### config.mk
export PLATFORM = sky130hd
export DESIGN_NAME = wash_led_sched_flat
export DESIGN_NICKNAME = d
export VERILOG_FILES = /design/src/rtl/wash_led_sched_pkg.sv /design/src/rtl/wash_led_sched_if.sv /design/src/rtl/wash_led_sched_blink_timer.sv /design/src/rtl/wash_led_sched.sv /design/src/flat_wrapper.sv
export SDC_FILE = /design/constraint.sdc
export NUM_CORES = 1
export LEC_CHECK = 0
export CORE_MARGIN = 4
export CORE_UTILIZATION = 59
export CTS_BUF_LIST = sky130_fd_sc_hd__clkbuf_2 sky130_fd_sc_hd__clkbuf_4 sky130_fd_sc_hd__clkbuf_8
export CTS_CLUSTER_SIZE = 12
export DETAILED_ROUTE_END_ITERATION = 10
export PLACE_DENSITY = 0.81
export SLEW_MARGIN = 0
export SYNTH_ARGS = -nofsm -noshare
export SYNTH_HDL_FRONTEND = slang
export SYNTH_HIERARCHICAL = 1
export SYNTH_SLANG_ARGS = --single-unit
### constraint.sdc
create_clock -name clk -period 4.8 [get_ports clk]
set_clock_uncertainty 0.2 [all_clocks]
set_input_delay 1.44 -clock clk [delete_from_list [all_inputs] [get_ports clk]]
set_output_delay 1.44 -clock clk [all_outputs]
set_load 0.05 [all_outputs]
### src/rtl/wash_led_sched_pkg.sv
// Shared types and build constants for the stage-indicator LED scheduler.
package wash_led_sched_pkg;

  typedef enum logic [1:0] {
    IDLE   = 2'd0,
    RUN    = 2'd1,
    PAUSE  = 2'd2,
    FINISH = 2'd3
  } state_t;

  // Blink half-period of 1.5 s at the two supported clock builds.
  localparam int BLINK_HALF_30KHZ = 45000;
  localparam int BLINK_HALF_50MHZ = 75000000;

  function automatic int blink_half_for(input bit fast_clk);
    return fast_clk ? BLINK_HALF_50MHZ : BLINK_HALF_30KHZ;
  endfunction

endpackage

### src/rtl/wash_led_sched_if.sv
// Signal bundle between the wash-program FSM, the breathing engine and the scheduler.
interface wash_led_sched_if import wash_led_sched_pkg::*; #(
  parameter int NUM_CH = 5
) ();

  // start, stage_adv and abort are single-cycle pulses sampled on the rising
  // clock edge; pause is a level; brth_led is sampled every cycle in RUN.
  logic              start;
  logic              stage_adv;
  logic              pause;
  logic              abort;
  logic              brth_led;
  logic              brth_clr;
  logic              brth_en;
  logic [NUM_CH-1:0] led_out;
  logic              busy;
  logic              done;
  state_t            dbg_state;

  modport master (
    output start, stage_adv, pause, abort, brth_led,
    input  brth_clr, brth_en, led_out, busy, done, dbg_state
  );

  modport slave (
    input  start, stage_adv, pause, abort, brth_led,
    output brth_clr, brth_en, led_out, busy, done, dbg_state
  );

endinterface

### src/rtl/wash_led_sched_blink_timer.sv
// Blink half-period timer: counter, phase bit and half-period count for PAUSE/FINISH.
module blink_timer import wash_led_sched_pkg::*; #(
  parameter  int BLINK_HALF  = 45000,
  parameter  int DONE_BLINKS = 3,
  localparam int HW          = $clog2(2 * DONE_BLINKS) + 1
) (
  input  logic          clk,
  input  logic          rst,
  input  logic          restart,
  input  logic          run,
  output logic          phase,
  output logic [HW-1:0] half_cnt,
  output logic          wrap
);

  localparam int CW = (BLINK_HALF > 1) ? $clog2(BLINK_HALF) : 1;

  logic [CW-1:0] r_cnt;
  logic          r_phase;
  logic [HW-1:0] r_half;
  logic          w_last;

  assign w_last   = (r_cnt == CW'(BLINK_HALF - 1));
  // wrap marks the last cycle of the current half-period
  assign wrap     = run & w_last;
  assign phase    = r_phase;
  assign half_cnt = r_half;

  always_ff @(posedge clk or negedge rst) begin
    if (!rst) begin
      r_cnt   <= '0;
      r_phase <= 1'b1;
      r_half  <= '0;
    end else if (restart) begin
      r_cnt   <= '0;
      r_phase <= 1'b1;
      r_half  <= '0;
    end else if (run) begin
      if (w_last) begin
        r_cnt   <= '0;
        r_phase <= ~r_phase;
        r_half  <= r_half + HW'(1);
      end else begin
        r_cnt <= r_cnt + CW'(1);
      end
    end
  end

endmodule

### src/rtl/wash_led_sched.sv
// Stage-indicator LED scheduler: shares one breathing engine across the wash stage LEDs.
module wash_led_sched import wash_led_sched_pkg::*; #(
  parameter  int NUM_CH      = 5,
  parameter  int BLINK_HALF  = blink_half_for(1'b0),
  parameter  int DONE_BLINKS = 3,
  localparam int SW          = (NUM_CH > 1) ? $clog2(NUM_CH) : 1,
  localparam int HW          = $clog2(2 * DONE_BLINKS) + 1
) (
  input logic             clk,
  input logic             rst,
  wash_led_sched_if.slave bus
);

  state_t            r_state, w_next;
  logic [SW-1:0]     r_stage, w_stage_nxt;
  logic              r_adv, w_adv;
  logic              r_fin, w_fin;
  logic              w_restart;
  logic              w_phase, w_wrap;
  logic [HW-1:0]     w_half;
  logic [NUM_CH-1:0] w_led;
  logic              w_clr, w_en, w_mark;

  blink_timer #(
    .BLINK_HALF  (BLINK_HALF),
    .DONE_BLINKS (DONE_BLINKS)
  ) u_blink (
    .clk      (clk),
    .rst      (rst),
    .restart  (w_restart),
    .run      ((r_state == PAUSE) || (r_state == FINISH)),
    .phase    (w_phase),
    .half_cnt (w_half),
    .wrap     (w_wrap)
  );

  always_ff @(posedge clk or negedge rst) begin
    if (!rst) begin
      r_state <= IDLE;
      r_stage <= '0;
      r_adv   <= 1'b0;
      r_fin   <= 1'b0;
    end else begin
      r_state <= w_next;
      r_stage <= w_stage_nxt;
      r_adv   <= w_adv;
      r_fin   <= w_fin;
    end
  end

  always_comb begin
    w_next      = r_state;
    w_stage_nxt = r_stage;
    w_adv       = 1'b0;
    w_fin       = 1'b0;
    unique case (r_state)
      IDLE: begin
        if (bus.start) begin
          w_next      = RUN;
          w_stage_nxt = '0;
        end
      end
      RUN: begin
        if (bus.abort) begin
          w_next = IDLE;
        end else if (bus.pause) begin
          w_next = PAUSE;
        end else if (bus.stage_adv) begin
          if (r_stage == SW'(NUM_CH - 1)) begin
            w_next = FINISH;
          end else begin
            w_stage_nxt = r_stage + SW'(1);
            w_adv       = 1'b1;
          end
        end
      end
      PAUSE: begin
        if (bus.abort)       w_next = IDLE;
        else if (!bus.pause) w_next = RUN;
      end
      FINISH: begin
        if (bus.abort) begin
          w_next = IDLE;
        end else if (w_wrap && (w_half == HW'(2 * DONE_BLINKS - 1))) begin
          w_next = IDLE;
          w_fin  = 1'b1;
        end
      end
      default: w_next = IDLE;
    endcase
    w_restart = (w_next != r_state) && ((w_next == PAUSE) || (w_next == FINISH));
  end

  // The active stage LED shows the engine in RUN and the blink phase in PAUSE.
  always_comb begin
    w_led  = '0;
    w_clr  = 1'b0;
    w_en   = 1'b0;
    w_mark = (r_state == RUN) ? bus.brth_led : w_phase;
    unique case (r_state)
      RUN, PAUSE: begin
        w_clr = (r_state == RUN) && !r_adv;
        for (int i = 0; i < NUM_CH; i++) begin
          if (SW'(i) < r_stage)       w_led[i] = 1'b1;
          else if (SW'(i) == r_stage) w_led[i] = w_mark;
        end
      end
      FINISH: begin
        w_led = {NUM_CH{w_phase}};
        w_en  = w_phase;
      end
      default: ;
    endcase
  end

  always_ff @(posedge clk or negedge rst) begin
    if (!rst) begin
      bus.brth_clr <= 1'b0;
      bus.brth_en  <= 1'b0;
      bus.led_out  <= '0;
      bus.busy     <= 1'b0;
      bus.done     <= 1'b0;
    end else begin
      bus.brth_clr <= w_clr;
      bus.brth_en  <= w_en;
      bus.led_out  <= w_led;
      bus.busy     <= (r_state != IDLE);
      bus.done     <= r_fin;
    end
  end

  assign bus.dbg_state = r_state;

endmodule
### src/flat_wrapper.sv
// flat-port wrapper written by rule: the top's interface ports become plain ports
module wash_led_sched_flat import wash_led_sched_pkg::*;
#(
  parameter  int NUM_CH      = 5,
  parameter  int BLINK_HALF  = blink_half_for(1'b0),
  parameter  int DONE_BLINKS = 3,
  localparam int SW          = (NUM_CH > 1) ? $clog2(NUM_CH) : 1,
  localparam int HW          = $clog2(2 * DONE_BLINKS) + 1
)
  (clk, rst, bus_start, bus_stage_adv, bus_pause, bus_abort, bus_brth_led, bus_brth_clr, bus_brth_en, bus_led_out, bus_busy, bus_done, bus_dbg_state);
  wash_led_sched_if #(.NUM_CH(NUM_CH)) bus_i ();
  input logic clk;
  input logic rst;
  input wire logic [$bits(bus_i.start)-1:0] bus_start;
  input wire logic [$bits(bus_i.stage_adv)-1:0] bus_stage_adv;
  input wire logic [$bits(bus_i.pause)-1:0] bus_pause;
  input wire logic [$bits(bus_i.abort)-1:0] bus_abort;
  input wire logic [$bits(bus_i.brth_led)-1:0] bus_brth_led;
  output wire logic [$bits(bus_i.brth_clr)-1:0] bus_brth_clr;
  output wire logic [$bits(bus_i.brth_en)-1:0] bus_brth_en;
  output wire logic [$bits(bus_i.led_out)-1:0] bus_led_out;
  output wire logic [$bits(bus_i.busy)-1:0] bus_busy;
  output wire logic [$bits(bus_i.done)-1:0] bus_done;
  output wire logic [$bits(bus_i.dbg_state)-1:0] bus_dbg_state;
  assign bus_i.start = bus_start;
  assign bus_i.stage_adv = bus_stage_adv;
  assign bus_i.pause = bus_pause;
  assign bus_i.abort = bus_abort;
  assign bus_i.brth_led = bus_brth_led;
  assign bus_brth_clr = bus_i.brth_clr;
  assign bus_brth_en = bus_i.brth_en;
  assign bus_led_out = bus_i.led_out;
  assign bus_busy = bus_i.busy;
  assign bus_done = bus_i.done;
  assign bus_dbg_state = bus_i.dbg_state;
  wash_led_sched #(.NUM_CH(NUM_CH), .BLINK_HALF(BLINK_HALF), .DONE_BLINKS(DONE_BLINKS)) u_core (.clk(clk), .rst(rst), .bus(bus_i));
endmodule
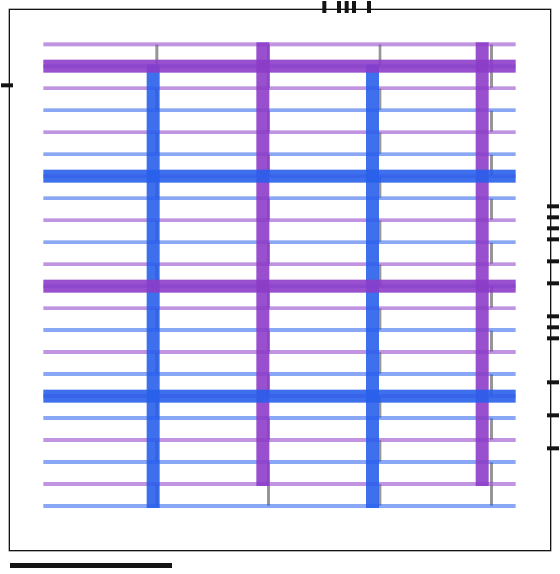
*Supply network*
Bar = 20 microns. Pins as bars on the die edge. Tap cells in gray.
[purple] VDD
[blue] VSS
rows: 21
tap cells: 46
met1 rails: 22
signal pins: 18
met4 straps: 4
VDD IR max: 0.186 mV
Core Footprint: 0.00334 sq mm
Chip Height: 66.8 microns
die width: 66.8 microns

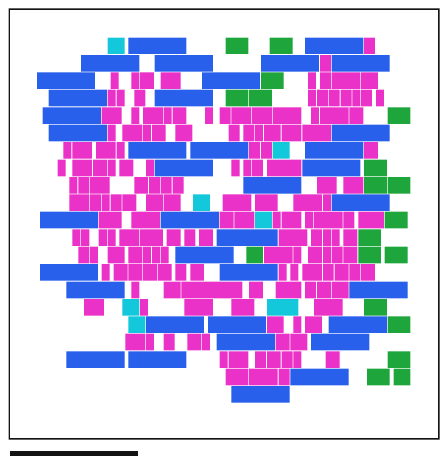
*Placed cells, one color a class*
Bar = 20 microns.
[cyan] clock drivers and dummy loads | cells: 7
[blue] registers | cells: 37
[magenta] remaining logic cells | cells: 165
[green] remaining buffers and delay cells | cells: 19

==> reports/results.txt <==
Number of H-tree levels: 2
Mapped Area: 0.00204 sq mm
Area Growth Syn to Fin: 12.9%
Worst hold margin: 0.167 ns
Final clock-cell share: 2.55%
P_comb: 0.000401 W
Largest net degree at the start of global routing: 38
Post-synth EDFFs: 0
Met3 Track Usage GR: 4.55%
Worst path arrival time: 4.42 ns
Invs w/o clock: 12
MI comb area: 0.00103 sq mm
Worst slew pin tran: 0.614 ns
Cell area leaders: dfrtp_1 (44%), ha_1 (5.5%), xnor2_1 (4.7%)
Sw Ratio: 41.2%
DRT iter0 DRCs: 164
Unique cell types: 52
Fill count: 256
Seq share, synth: 45.5%
Mapped Nets: 224
Clock transition at the registers of the reported paths: 0.11 ns
Yosys Instances: 208
Final setup fails: 0
Comb_multi_in: 153
Utilization after layout: 69.0%
Fmax: 230 MHz
Root Buffer Master: clkbuf_4
Reg2Reg Depth: 13
Ys flops: 37
Pwr/cell area: 443 mW/mm^2
# port buffers: 17
Critical path's slowest cell: or4_1
CTS Hold Buffers Added: 0
Routability congestion estimate: 0.911
WP depth: 13
Final non-clock buffer share: 8.04%
Chip area line of the yosys report: 0.00204 sq mm
IO Count: 18
Biggest Area Class: combinational gates
Post-synth top area cell: dfrtp_1
Signal buffers: 19
Rows: 21
WS Path Type: flop to flop
Register area: 927 sq um
Max Buffers Root-to-Sink: 2
Hold EP: u_core/bus.done
Mux cell area share after synthesis: 1.72%
Family with the most delay on the worst path: simple AND/OR/NAND/NOR gates
Met2 wire length: 2080 microns
Critical Path End: u_core/u_blink/r_cnt[15]
Diode count: 0
WL met1: 1730 microns
Combinational share of cell area: 44.7%
Crit share post-route: 90.5%
Post-Synthesis Mean Instance Area: 9.81 sq um
Yosys simple share: 21.8%
GRT overflow: 0
Critical hold path startpoint: u_core/r_fin
Startpoint types: flop
Top power group: registers
Place WS: 0.268 ns
Leakage: 0.982 nW
RR Startpoint: u_core/bus.dbg_state[0]
Post-layout min period: 4.35 ns
First-pass GRT wire length: 7040 microns
Main kind of combinational logic by area: simple AND/OR/NAND/NOR gates
Final instance area: 0.00230 sq mm
Drt first pass iters: 4
WL met3: 189 microns
Worst path required time: 4.88 ns
Synth top area share: 44.2%
Critical Path Max Stage Delay: 0.51 ns
Nets: 244
Mapped Cells: 208
Initial antenna violation count: 0
Tightest Hold Check Type: flop to flop
WHS Path Cells: 0
Max Used Layer: met4
Clock sinks: 37
Post-synth ARST share: 100%
Fin worst setup slack: 0.454 ns
Sequential cell power: 0.000450 W
Top-count cell post-synth: dfrtp_1
WP buf/inv: 1
Log Warnings: 31
Power, Total: 0.00102 W
Xor+xnor area frac: 5.58%
Reg with most FFs: u_core/u_blink/r_cnt
Synth Area in Adders: 5.52%
Flop pwr share: 44.0%
Critical path origin: u_core/bus.dbg_state[0]
Most frequent cells in the layout: dfrtp_1 (36), nor2_1 (24), clkdlybuf4s50_1 (17), a21oi_1 (17), nand2_1 (13)
Share of cells above drive strength 1: 8.33%
Status: finished clean
Final hold violations: 0
Placed cell count: 267
Clock buffer cells: 6
Area post-placement: 0.00224 sq mm
Post-synth top cells: dfrtp_1 (36), nor2_1 (24), a21oi_1 (17), nand2_1 (13), inv_1 (12)
Worst path cell trace: inv_1 > ha_1 > or2_2 > nor4bb_1 > and4bb_1 > nand2_1 > nor4_2 > o311ai_1 > a32oi_1 > o2111ai_4 > or3_1 > or4_1 > a21oi_1
Vias in the first global route: 1,576
Worst setup EP type: flop
Die area: 0.00446 sq mm
Aoi share: 15.8%
CTS buffer count: 5
Post-Layout Cell Count: 274
Worst-path fanout max: 9
Drt wl/cell: 15.0 microns
# Taps: 46
Post-route ant nets: 0
Dominant flop cell: dfrtp_1
Post-CTS setup buffers: 0
Reg2reg setup slack: 0.45 ns
CTS tree: done
Combinational Power Share: 39.3%
Ys Warns: 6
Via count: 1,597
Switch Pwr: 0.000420 W
Cell Int Power: 0.000600 W
Final Max Tran Viols: 0
RSZ-0062 raised after global routing: no
Via density: 5.83
Seq/total area: 40.3%
Max Cap Viol: 0
Final HPWL DP: 2990 microns
Met1 Resource Use GR: 24.2%
Overall Global Routing Usage: 21.1%
GR peak layer: met2
Number of flip-flops in the largest register: 16
Met2 Usage GRT: 36.4%
Sequential cells: 37
Most frequently placed logic cell in the final layout: dfrtp_1
Drt total wl: 4110 microns
Post-cts sizing count: 0
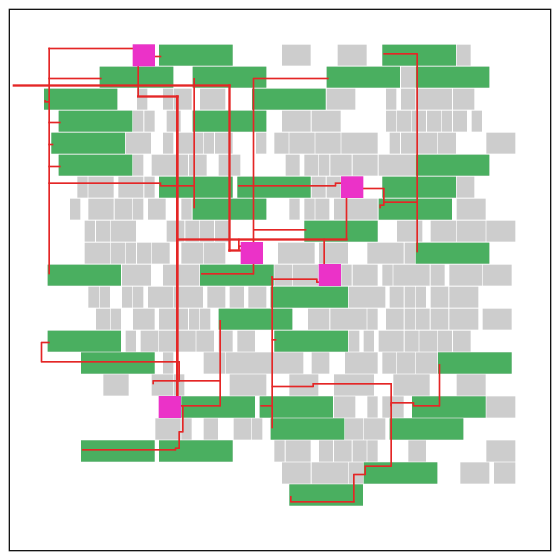
*Clock distribution*
[magenta] clock-net drivers | count: 5
[green] flip-flops | count: 37
[red] clock wires | length: 466 microns
routed clock nets: 6
Clock power frac: 16.7%
clk pwr: 0.000170 W
Latency at later pin: 0.34 ns

No activity file was given, so power comes from the tool's default toggle rates.
